## src/rtl/alu_arbiter.sv

```systemverilog
// alu_arbiter: two-requester front end for a shared 4-bit ALU, one operation per three cycles.
// Define ALU_ARB_FIXED_PRIO_EN to make requester 0 win every tie instead of round-robin.
module alu_arbiter (
  input  logic       Clock,
  input  logic       Resetn,
  input  logic [1:0] req,
  input  logic [2:0] op0,
  input  logic [2:0] op1,
  input  logic [3:0] a0,
  input  logic [3:0] b0,
  input  logic [3:0] a1,
  input  logic [3:0] b1,
  output logic [1:0] gnt,
  output logic [1:0] done,
  output logic [7:0] result,
  output logic       busy,
  output logic [3:0] alu_a,
  output logic [3:0] alu_b,
  output logic [2:0] alu_func_n,
  input  logic [7:0] alu_result
);
  typedef enum logic [1:0] {IDLE = 2'd0, ISSUE = 2'd1, CAPTURE = 2'd2} state_t;
  state_t state, state_nxt;
  logic win, win_q;
  logic [2:0] op_q;
  logic [3:0] a_q, b_q;
`ifdef ALU_ARB_FIXED_PRIO_EN
  assign win = ~req[0];
`else
  logic ptr;
  // ptr remembers the last winner; the other requester takes a tie
  assign win = req[1] & (~req[0] | ~ptr);
  always_ff @(posedge Clock or negedge Resetn)
    if (!Resetn) ptr <= 1'b1;
    else if (state == ISSUE) ptr <= win_q;
`endif
  always_ff @(posedge Clock or negedge Resetn)
    if (!Resetn) state <= IDLE;
    else state <= state_nxt;
  always_comb
    state_nxt = (state == IDLE) ? (|req ? ISSUE : IDLE) : (state == ISSUE) ? CAPTURE : IDLE;
  always_ff @(posedge Clock or negedge Resetn)
    if (!Resetn) begin
      gnt <= 2'b00;
      done <= 2'b00;
      result <= 8'h00;
      win_q <= 1'b0;
      op_q <= 3'd0;
      a_q <= 4'd0;
      b_q <= 4'd0;
    end else begin
      gnt <= 2'b00;
      done <= 2'b00;
      if (state == IDLE && |req) begin
        win_q <= win;
        op_q <= win ? op1 : op0;
        a_q <= win ? a1 : a0;
        b_q <= win ? b1 : b0;
        gnt <= win ? 2'b10 : 2'b01;
      end
      if (state == ISSUE) begin
        result <= alu_result;
        done <= win_q ? 2'b10 : 2'b01;
      end
    end
  always_comb begin
    busy = state != IDLE;
    alu_a = a_q;
    alu_b = b_q;
    alu_func_n = ~op_q;
  end
endmodule

```

## config.mk

```make
export PLATFORM = sky130hd
export DESIGN_NAME = alu_arbiter
export DESIGN_NICKNAME = d
export VERILOG_FILES = /design/src/rtl/alu_arbiter.sv
export SDC_FILE = /design/constraint.sdc
export NUM_CORES = 1
export LEC_CHECK = 0
export CAP_MARGIN = 10
export CORE_MARGIN = 2
export CORE_UTILIZATION = 35
export DETAILED_ROUTE_END_ITERATION = 8
export GPL_ROUTABILITY_DRIVEN = 0
export PLACE_DENSITY_LB_ADDON = 0.05
export RECOVER_POWER = 25
export SLEW_MARGIN = 15
export SYNTH_ARGS = -nofsm -noshare
export SYNTH_HDL_FRONTEND = slang
export SYNTH_SLANG_ARGS = --single-unit
```

## constraint.sdc

```tcl
create_clock -name Clock -period 1.02 [get_ports Clock]
set_input_delay 0.102 -clock Clock [delete_from_list [all_inputs] [get_ports Clock]]
set_output_delay 0.102 -clock Clock [all_outputs]
set_load 0.005 [all_outputs]
```

==> run summary, run 1 <==
fresh numbers from the pnr run: WL/cell 12.7 µm, r2r endpoint alu_a[1], final setup margin -0.222 ns, Setup Skew 0.00967 ns, ys flop type dfrtp_1, DRC 0, outcome finished with violations, Chip Area, Yosys 0.00111 mm², Hold Path Depth 3, flip-flops with a built-in enable 0, Mapped Cells 114, Root Buffer clkbuf_4, chip height 60.4 µm, HP Class input pin to register, Congestion Overflow GR 0, Synth flops 27, Slew HR 56.1%, I/O pin cnt 58, Critical R2R Launch state[0], row count 20, Nets at Floorplan 148, mean post-synth cell area 9.77 µm², pre-CTS WS -0.374 ns, max incr delay on CP 0.45 ns, maximum vdd drop 1.13 mV, vias per inst 4.60, worst-path fanout max 5, final setup vio count 25, number of inserted diodes 0, placed cell count 220, Late-Pin Clk Latency 0.33 ns, Synth top area share 58.4%, Leak 1.00 nW, top cells, area dfrtp_1, o221ai_1, inv_1, Initial Util 36.8%, Initial DRT Pass Iterations 4, Final Critical Period 1.24 ns, DP Wirelength 2000 µm, pin count of the biggest net entering global routing 28, failing checks negative setup slack, fin crit share 122%, global-route wire length before repair 4720 µm, Layout area overhead 77.2%, tool warning count 29, fmax 805 MHz, Yosys Warn Count 0, R2R Setup Slk -0.22 ns, Post-Syn Area 0.00111 mm², MaxCap Viol Count 0, RSZ-0062 raised after global routing true, H-Tree Depth 1, Crit Path Class register to register, DRT iter0 DRCs 29, Worst Reg-to-Reg Cells 5, CP max-delay cell dfrtp_1, Seq share, synth 60.8%, Max Root-Sink Buffers 2, top cells by count dfrtp_1, inv_1, nand2_1, o221ai_1, o21ai_0, CTS tree done, DRT antenna net count 0, number of global-route vias before repair 1103, Critical Path Start Type register, final wirelength 3060 µm, # port buffers 57, core footprint 0.00303 mm²
run 1: area by class of cell:
class	count	area, µm²
repair buffers	80	661
clock buffers	3	22.5
fillers	267	1050
multi-input cells	59	445
flip-flops and latches	27	677
well taps	44	55.1
clock inverters	1	7.51
inverters	27	105
run 1: critical path, delay by kind of cell (launching register included):
kind,cells,cell delay (ns)
buf+inv,2,0.25
compound gates,1,0.21
simple gates,2,0.26
flops,1,0.45
run 1: logic make-up after synthesis:
family / count (synthesis) / synth area share (%)
AOI/OAI and AO/OA: 21 / 13.4
buffers and inverters: 29 / 10.0
DFF: 27 / 60.8
and+or+nand+nor: 37 / 15.8
run 1: cell usage in the layout (no fill, tap or decap), drive strengths merged:
master / n
nand2: 25
dfrtp: 26
nand2b: 2
dfstp: 1
o21ai: 9
o221ai: 11
clkdlybuf4s50: 32
nand3: 3
nor2: 5
buf: 45
inv: 26
a21o: 1
clkbuf: 5
nand4: 3
dlygate4sd3: 1
clkinv: 1
clkinvlp: 1
run 1: where the power goes:
group          leakage [nW]  switching (mW)  total, mW  internal [mW]
sequential            0.335           0.264       1.84           1.58
combinational         0.653            1.27       2.82           1.55
clock                0.0139           0.331      0.481          0.150
total                  1.00            1.86       5.14           3.28
run 1: layer usage:
metal	track usage, %	vias to the layer above	routed length (µm)
li1	-	537	-
met1	22.1	533	1270
met4	5.71	0	14
met2	30.1	37	1580
met3	3.20	2	190
met5	0	-	0
run 1: registers in the layout (all words and copies together) (netlist names):
| name | cells |
|---|---|
| alu_a | 4 |
| ptr | 1 |
| op_q | 3 |
| state | 2 |
| alu_b | 4 |
| done | 2 |
| gnt | 2 |
| result | 8 |
| win_q | 1 |
run 1: worst max-delay path by stage:
stage | startpoint | end | slack [ns] | cells after the start
3_5_place_dp | req[1] | op_q[2] | -0.37 | 4
6_report | state[0] | alu_a[1] | -0.22 | 5
4_1_cts | state[1] | alu_a[0] | -0.20 | 5
2_1_floorplan | ptr | alu_a[0] | -0.06 | 4
5_1_grt | state[1] | alu_a[1] | -0.28 | 5
3_3_place_gp | req[1] | op_q[1] | -0.33 | 4
run 1: per-stage QoR:
stage	power [mW]	instance area, µm²	utilization, %	hold WS [ns]
final	5.14	1970	65.2	0.277
after global routing	5.51	1970	65.2	0.260
after CTS	4.81	1900	62.8	0.0959
after detailed placement	4.14	1810	59.7	0.411
after global placement	4.09	1810	59.7	0.418
after floorplan	2.77	1130	-	-0.194
run 1: what timing repair did:
item                       4_1_cts  5_1_grt
hold buffers                     0        0
buffers inserted                 9        8
gates resized                  125        9
setup endpoints to repair       48       39
pin swaps                       10        1
cloned                           1        0
==> run_1/flops_by_reg.png <==
Bar = 20 µm.
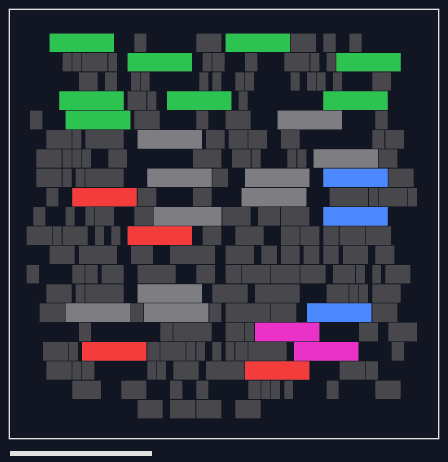
colour	signal	sequential cells
green	`result`	8
magenta	`gnt`	2
red	`alu_a`	4
blue	`op_q`	3
not coloured	10

==> run_1/wires.png <==
Bar = 20 µm.
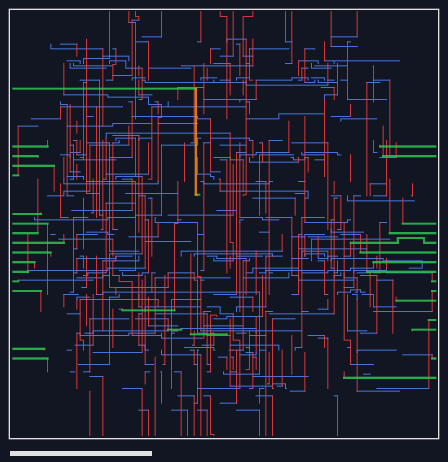
colour	layer	wire length
green	metal 3	191 µm
orange	metal 4	15.0 µm
blue	metal 1	1270 µm
red	metal 2	1580 µm
vias: 1109
gr usage total: 17.4%

==> run_1/clocks.png <==
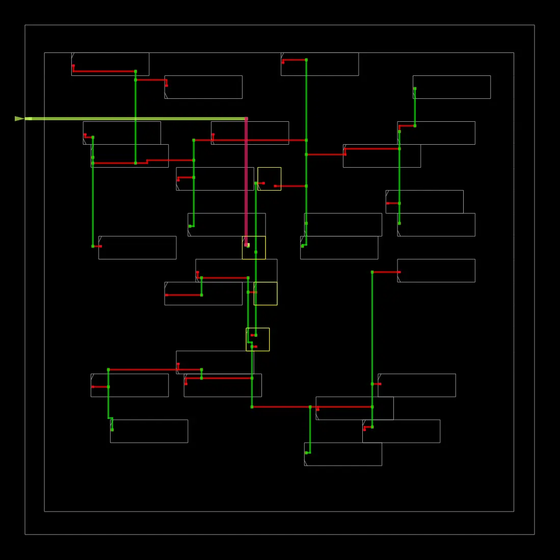
Clk. pwr: 481 µW
clock sinks: 27
Num CTS Buffers: 3

==> run_1/sizes.png <==
Bar = 20 µm.
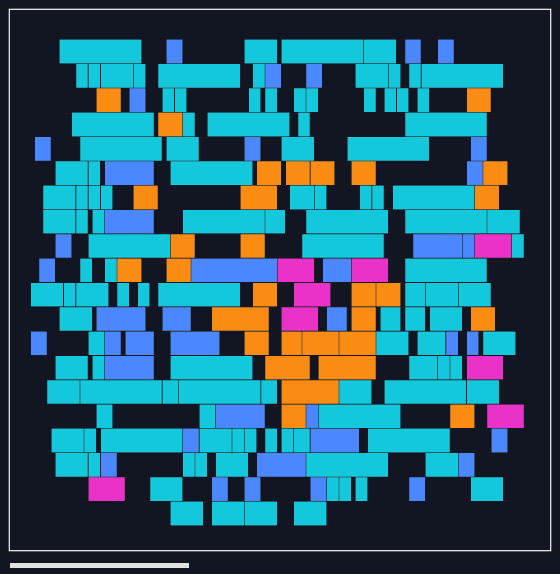

## Run 2: what changed since run 1
SETUP_SLACK_MARGIN = 0.15   (was not set)
SKIP_LAST_GASP = 1   (was not set)
==> run_2/sizes.png <==
Bar = 20 µm.
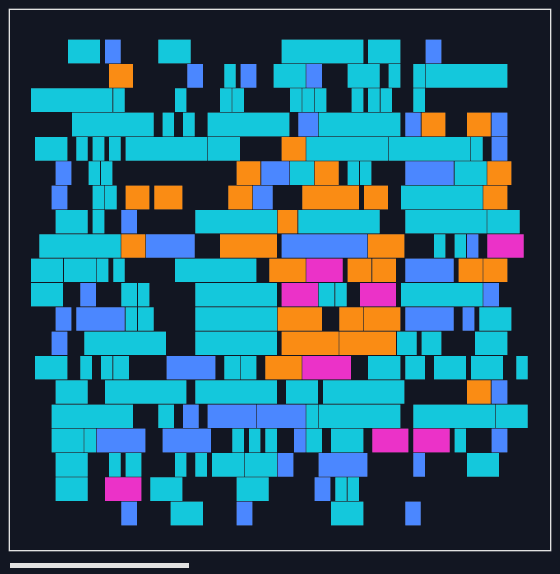
colour	size	cells
cyan	_0 and _1 cells	120
magenta	_6 and larger	8
orange	_3 and _4 cells	29
blue	_2 cells	42

==> run 2 against run 1 <==
- clock skew rose by 0.0033 ns
- power rose by 0.13%
- worst setup slack improved by 0.036 ns
- sequential share of layout area fell by 0.51 points
- the flow still finishes with violations (negative setup slack)
- first-iteration DRC count fell by 52%
- via count rose by 1.4%
- synthesized cell count did not move
- wire length rose by 0.69%
- largest cell class unchanged
- clock power fell by 3%
- non-clock buffer count did not move
- area after synthesis did not move
- global-route usage rose by 1.1 points
==> run summary, run 2 <==
fresh numbers from the pnr run: final wirelength 3090 µm, WHS 0.0717 ns, final setup vio count 25, top cells, area dfrtp_1, o221ai_1, inv_1, Final Critical Period 1.21 ns, HP Class input pin to asynchronous set/reset pin, gr usage total 18.5%, global-route wire length before repair 5000 µm, clock sinks 27, H-Tree Depth 1, Placed Area 0.00180 mm², Total Power 5.15 mW, worst-path fanout max 5, vias 1124, maximum vdd drop 1.58 mV, final setup margin -0.186 ns, Critical R2R Launch state[1], Seq share, synth 60.8%, Worst Setup SP state[1], MaxCap Viol Count 0, most frequent cells in the layout clkdlybuf4s50_1, dfrtp_1, nand2_1, buf_2, inv_1, Initial DRT Pass Iterations 4, Setup Skew 0.0130 ns, vias per inst 4.63, DP Wirelength 2100 µm, number of inserted diodes 0, top cells by count dfrtp_1, inv_1, nand2_1, o221ai_1, o21ai_0, outcome finished with violations, row count 20, chip height 60.4 µm, DRT antenna net count 0, ys flop type dfrtp_1, Top cell excl fill/tap clkdlybuf4s50_1, Leak 1.01 nW, fin crit share 118%, RSZ-0062 raised after global routing true, post-route cell area 0.00200 mm², # port buffers 57, DRT iter0 DRCs 14, Chip Area, Yosys 0.00111 mm², Critical Path Start Type register, DRC 0, Num CTS Buffers 3, Synth top area share 58.4%, Yosys Warn Count 0, tool warning count 29, Root Buffer clkbuf_4, Hold-fix buffers, CTS 0, I/O pin cnt 58, flip-flops with a built-in enable 0, core footprint 0.00303 mm², pre-CTS WS -0.399 ns, Largest Register result, Post-Syn Area 0.00111 mm², CTS tree done, failing checks negative setup slack, fmax 829 MHz, max reg flops 8
==> run_2/flops_by_reg.png <==
Bar = 20 µm.
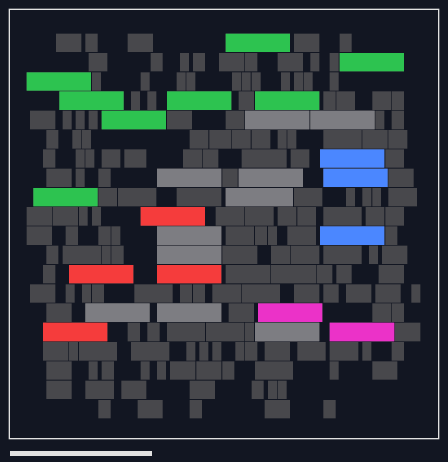
colour	signal	sequential cells
magenta	`gnt`	2
blue	`op_q`	3
green	`result`	8
red	`alu_a`	4
not coloured	10
Seq/total area: 33.8%
P_seq: 1.84 mW
final core utilization: 66.2%
Sequential Area: 677 µm²

[run 2: cell counts after synthesis]
No cell type changed its count.
[run 2: routing by layer]
layer  global-route usage, %  wire (µm)
met5                       0          0
met4                    2.86         10
met3                    4.69        193
met2                    33.1       1580
met1                    23.1       1300
[run 2: repair_timing]
item,in CTS,in global routing
setup buffers,13,2
cloned,2,1
endpoints found under the hold margin,0,0
gates resized,133,7
endpoints found under the setup margin,50,51
pin swaps,16,1
[run 2: worst paths after layout]
kind | endpoint | slack, ns | cells after the start
worst max-delay path | alu_a[1] | -0.19 | 5
worst min-delay path | win_q | 0.07 | 1
worst max register to register | alu_a[1] | -0.19 | 5
worst min register to register | done[0] | 0.44 | 1
max in group asynchronous | alu_a[2] | 0.22 | 2
min in group Clock | result[4] | 0.27 | 3
[run 2: cell families (layout without fill, tap and decap cells)]
group	Yosys count	after routing	share of synthesized area, %
compound gates	21	21	13.4
flops	27	27	60.8
buf+inv	29	111	10.0
simple gates	37	40	15.8
[run 2: area by class of cell]
type / count / area, µm²
inverters: 27 / 109
well taps: 44 / 55.1
repair buffers: 80 / 654
clock inverters: 1 / 5.00
multi-input cells: 61 / 480
clock buffers: 3 / 22.5
flip-flops and latches: 27 / 677
fillers: 255 / 1020
[run 2: worst max-delay path, stage by stage (launching register included)]
cell      delay (ns)
dfrtp_1         0.43
nor2_4          0.15
buf_6           0.12
buf_6           0.12
nand3_4         0.12
o221ai_2        0.18
[run 2: report_power, final]
part	switching (mW)	internal, mW
Sequential	0.259	1.58
Combinational	1.29	1.55
Clock	0.318	0.147
Power and IR drop assume default switching activity.
